[config.mk]
export PLATFORM = sky130hd
export DESIGN_NAME = alu_share_ctrl
export DESIGN_NICKNAME = d
export VERILOG_FILES = /design/src/rtl/alu_pkg.sv /design/src/rtl/alu_rr_arb2.sv /design/src/rtl/alu_share_ctrl.sv
export SDC_FILE = /design/constraint.sdc
export NUM_CORES = 1
export LEC_CHECK = 0
export CAP_MARGIN = 5
export CORE_AREA = 2 2 123 125
export DETAILED_ROUTE_END_ITERATION = 8
export DIE_AREA = 0 0 125 127
export GPL_TIMING_DRIVEN = 0
export PLACE_DENSITY = 0.77
export SLEW_MARGIN = 0
export SYNTH_ARGS = -nofsm -noshare
export SYNTH_HDL_FRONTEND = slang
export SYNTH_SLANG_ARGS = --single-unit
[constraint.sdc]
create_clock -name clock -period 2.3 [get_ports clock]
set_input_delay 0.46 -clock clock [delete_from_list [all_inputs] [get_ports clock]]
set_output_delay 0.46 -clock clock [all_outputs]
set_load 0.02 [all_outputs]
[src/rtl/alu_pkg.sv]
// Shared opcode, flag-index and FSM definitions for the ALU sharing controller
// and its round-robin arbiter.
package alu_pkg;

    localparam logic [4:0] OP_ADD  = 5'b00000;
    localparam logic [4:0] OP_SUB  = 5'b00001;
    localparam logic [4:0] OP_AND  = 5'b00010;
    localparam logic [4:0] OP_OR   = 5'b00011;
    localparam logic [4:0] OP_SLL  = 5'b00100;
    localparam logic [4:0] OP_SRA  = 5'b00101;
    localparam logic [4:0] OP_NOT  = 5'b00110;
    localparam logic [4:0] OP_LAST = 5'b00110;

    localparam int unsigned FLG_NE  = 0;
    localparam int unsigned FLG_LT  = 1;
    localparam int unsigned FLG_OVF = 2;
    localparam int unsigned FLG_ERR = 3;

    typedef enum logic [1:0] {
        ST_IDLE = 2'b00,
        ST_EXEC = 2'b01,
        ST_RESP = 2'b10
    } state_e;

    function automatic logic op_is_legal(input logic [4:0] op);
        return op <= OP_LAST;
    endfunction

endpackage

[src/rtl/alu_rr_arb2.sv]
// Two-way round-robin grant: a lone requester always wins, a tie goes to prio.
module alu_rr_arb2 (
    input  logic [1:0] valid,
    input  logic       prio,
    output logic [1:0] grant
);

    always_comb begin
        grant = 2'b00;
        if (valid == 2'b11) begin
            grant = prio ? 2'b10 : 2'b01;
        end else begin
            grant = valid;
        end
    end

endmodule

[src/rtl/alu_share_ctrl.sv]
// Shares one ALU between two requesters: arbitrates, issues registered operands,
// waits the fixed ALU latency and returns the captured result to the owner.
module alu_share_ctrl
    import alu_pkg::*;
#(
    parameter int unsigned ALU_LAT = 1,
    parameter int unsigned WIDTH   = 32
) (
    input  logic                 clock,
    input  logic                 reset_n,
    input  logic [1:0]           req_valid,
    output logic [1:0]           req_ready,
    input  logic [9:0]           req_opcode,
    input  logic [2*WIDTH-1:0]   req_a,
    input  logic [2*WIDTH-1:0]   req_b,
    input  logic [9:0]           req_shamt,
    output logic [4:0]           alu_opcode,
    output logic [WIDTH-1:0]     alu_a,
    output logic [WIDTH-1:0]     alu_b,
    output logic [4:0]           alu_shamt,
    input  logic [WIDTH-1:0]     alu_result,
    input  logic                 alu_ne,
    input  logic                 alu_lt,
    input  logic                 alu_ovf,
    output logic [1:0]           rsp_valid,
    input  logic [1:0]           rsp_ready,
    output logic [WIDTH-1:0]     rsp_result,
    output logic [3:0]           rsp_flags,
    output logic                 busy
);

    state_e           state_q, state_d;
    logic             prio_q, prio_d;
    logic             owner_q, owner_d;
    logic [3:0]       cnt_q, cnt_d;
    logic [4:0]       alu_opcode_q, alu_opcode_d;
    logic [4:0]       alu_shamt_q, alu_shamt_d;
    logic [WIDTH-1:0] alu_a_q, alu_a_d;
    logic [WIDTH-1:0] alu_b_q, alu_b_d;
    logic [WIDTH-1:0] rsp_result_q, rsp_result_d;
    logic [3:0]       rsp_flags_q, rsp_flags_d;

    logic [1:0]       grant;
    logic             sel;
    logic [4:0]       sel_opcode, sel_shamt;
    logic [WIDTH-1:0] sel_a, sel_b;

    alu_rr_arb2 u_arb (
        .valid (req_valid),
        .prio  (prio_q),
        .grant (grant)
    );

    assign sel        = grant[1];
    assign sel_opcode = sel ? req_opcode[9:5] : req_opcode[4:0];
    assign sel_shamt  = sel ? req_shamt[9:5]  : req_shamt[4:0];
    assign sel_a      = sel ? req_a[2*WIDTH-1:WIDTH] : req_a[WIDTH-1:0];
    assign sel_b      = sel ? req_b[2*WIDTH-1:WIDTH] : req_b[WIDTH-1:0];

    always_comb begin
        state_d      = state_q;
        prio_d       = prio_q;
        owner_d      = owner_q;
        cnt_d        = cnt_q;
        alu_opcode_d = alu_opcode_q;
        alu_shamt_d  = alu_shamt_q;
        alu_a_d      = alu_a_q;
        alu_b_d      = alu_b_q;
        rsp_result_d = rsp_result_q;
        rsp_flags_d  = rsp_flags_q;
        req_ready    = 2'b00;
        rsp_valid    = 2'b00;

        case (state_q)
            ST_IDLE: begin
                // Gated so no grant is visible while reset is held.
                req_ready = grant & {2{reset_n}};
                if (grant != 2'b00) begin
                    owner_d = sel;
                    if (op_is_legal(sel_opcode)) begin
                        alu_opcode_d = sel_opcode;
                        alu_shamt_d  = sel_shamt;
                        alu_a_d      = sel_a;
                        alu_b_d      = sel_b;
                        cnt_d        = 4'(ALU_LAT);
                        state_d      = ST_EXEC;
                    end else begin
                        rsp_result_d          = '0;
                        rsp_flags_d           = '0;
                        rsp_flags_d[FLG_ERR]  = 1'b1;
                        state_d               = ST_RESP;
                    end
                end
            end
            ST_EXEC: begin
                if (cnt_q == 4'd1) begin
                    rsp_result_d         = alu_result;
                    rsp_flags_d          = '0;
                    rsp_flags_d[FLG_NE]  = alu_ne;
                    rsp_flags_d[FLG_LT]  = alu_lt;
                    rsp_flags_d[FLG_OVF] = alu_ovf;
                    state_d              = ST_RESP;
                end else begin
                    cnt_d = cnt_q - 4'd1;
                end
            end
            ST_RESP: begin
                rsp_valid = owner_q ? 2'b10 : 2'b01;
                if (rsp_ready[owner_q]) begin
                    prio_d  = ~owner_q;
                    state_d = ST_IDLE;
                end
            end
            default: state_d = ST_IDLE;
        endcase
    end

    always_ff @(posedge clock or negedge reset_n) begin
        if (!reset_n) begin
            state_q      <= ST_IDLE;
            prio_q       <= 1'b0;
            owner_q      <= 1'b0;
            cnt_q        <= '0;
            alu_opcode_q <= '0;
            alu_shamt_q  <= '0;
            alu_a_q      <= '0;
            alu_b_q      <= '0;
            rsp_result_q <= '0;
            rsp_flags_q  <= '0;
        end else begin
            state_q      <= state_d;
            prio_q       <= prio_d;
            owner_q      <= owner_d;
            cnt_q        <= cnt_d;
            alu_opcode_q <= alu_opcode_d;
            alu_shamt_q  <= alu_shamt_d;
            alu_a_q      <= alu_a_d;
            alu_b_q      <= alu_b_d;
            rsp_result_q <= rsp_result_d;
            rsp_flags_q  <= rsp_flags_d;
        end
    end

    assign alu_opcode = alu_opcode_q;
    assign alu_shamt  = alu_shamt_q;
    assign alu_a      = alu_a_q;
    assign alu_b      = alu_b_q;
    assign rsp_result = rsp_result_q;
    assign rsp_flags  = rsp_flags_q;
    assign busy       = (state_q != ST_IDLE);

endmodule

Fig. 1: clock wiring as the flow saved it
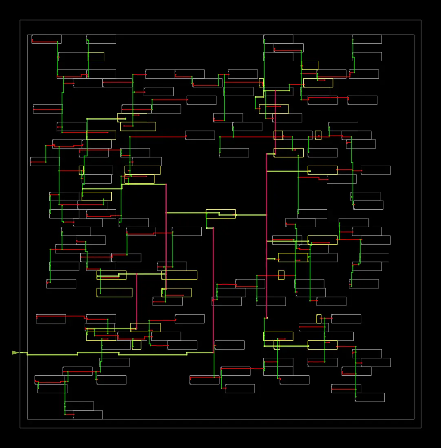
Clock Sinks: 118
CTS Buf Count: 17
CLK BUF: 22
Flop Count: 118
Worst Skew: 0.00664 ns

Fig. 2: routed clock nets over the placement
Bar = 50 um.
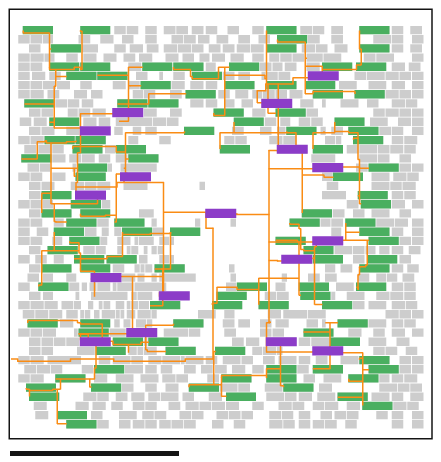
[flip-flops] green | count: 118
[clock drivers] purple | count: 17
[clock wires] orange | length: 1,590 um
flops lie: spread over the die
routed clock nets: 18

Fig. 3: gate-type map
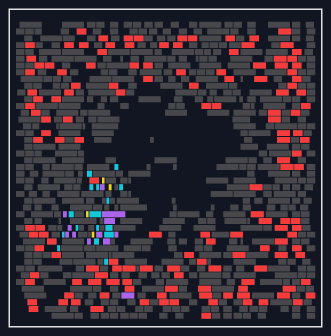
| family | color | cells |
|---|---|---|
| inv cells | yellow | 4 |
| nand cells | cyan | 16 |
| mux cells | red | 146 |
| aoi and oai cells | purple | 12 |

==> impl_metrics.ini <==
; flow metrics
[final_layout]
finalNonFillerCells = 896
finalNetCount = 891
buffers = 329
comb_area_mm2 = 0.00245
logic_gates = 230
regArea_mm2 = 0.00295

[synthesis]
synth_warnings = 0
synthAdderAreaFrac_pct = 0.447
top_area_cell = dfrtp_1
ys_ff = 118
syn_area_mm2 = 0.00560
synth.distinct_cells = 37
synth.logic.top_family = multiplexers
syn_avg_cell_area_um2 = 14.9
ys.flop_type = dfrtp_1
area_leaders = dfrtp_1 (53%), mux2_2 (20%), mux2_4 (11%)

[run_status]
outcome = completed

[run]
drv_cap = 0

[sta]
drv_slew = 0
period_minus_slack_ns = 2.24
worst_pin_slew_ns = 0.579
worst_slack_ns = 0.0581
grt_setup_unrepaired = false

[global_routing]
grtUsageMet3_pct = 8.33
grt_pass1_vias = 5100
grt_max_degree = 61

[die]
rows = 44
chipWidth_um = 125
chipArea_mm2 = 0.0159
die_y_um = 127

[clock_tree]
clock_latency_ns = 0.41
clk_pin_slew_ns = 0.05

[placed_design]
routabilityCongestion = 0.807
port_buffers = 302

[power]
sequentialPowerShare_pct = 29.6
power_mw = 12.2
netSwitchingFraction_pct = 33.8
powerDensity_mw_per_mm2 = 1280

[setup_path]
worst-setup-path-type = in -> reg
reg2reg_from = cnt_q[1]
-- per-layer routing --
metal	part of all wire [%]	vias to the layer above
met1	38	2177
met3	9.3	40
met2	50	228
met4	2.9	0
li1	-	2038
met5	0	-
-- layout by cell type, fill, tap and decap left out, types with 2 or more instances in the layout --
master / netlist / routed
clkbuf_2: 0 / 4
nor2_1: 4 / 4
nor2b_1: 2 / 2
clkinvlp_4: 0 / 2
nand3_1: 4 / 4
inv_1: 4 / 4
clkinv_2: 0 / 3
clkbuf_16: 0 / 17
mux2_1: 7 / 7
dlygate4sd2_1: 0 / 3
mux2_4: 40 / 40
xor2_1: 2 / 2
nor3_1: 2 / 2
o21ai_0: 5 / 5
and2_1: 2 / 2
clkdlybuf4s50_1: 0 / 296
bufinv_16: 0 / 4
clkbuf_8: 0 / 3
buf_12: 5 / 5
and3_1: 2 / 2
nand2_1: 7 / 6
a22o_1: 35 / 35
buf_4: 2 / 4
mux2_2: 99 / 99
dfrtp_1: 118 / 118
ha_1: 2 / 2
clkbuf_1: 10 / 9
buf_2: 6 / 5
-- critical path: stages --
cell and delay [ns]:
clkdlybuf4s50_1 0.44, a311o_1 0.43, a2111o_1 0.38, nand2_2 0.14, buf_12 0.18, buf_8 0.16
mux2_1 0.33
-- per-stage QoR --
step / hold slack [ns] / area, um^2
2_1_floorplan: 0.164 / 5600
6_report: 0.0236 / 9540
5_1_grt: 0.0482 / 9540
3_3_place_gp: 0.468 / 8850
4_1_cts: 0.0338 / 9530
3_5_place_dp: 0.479 / 8880
-- repair_timing --
action | in CTS | in global routing
pin swaps | 1 | 3
setup buffers | 0 | 2
hold buffers | 0 | 0
cloned | 0 | 0
gates resized | 17 | 4
setup endpoints to repair | 92 | 56
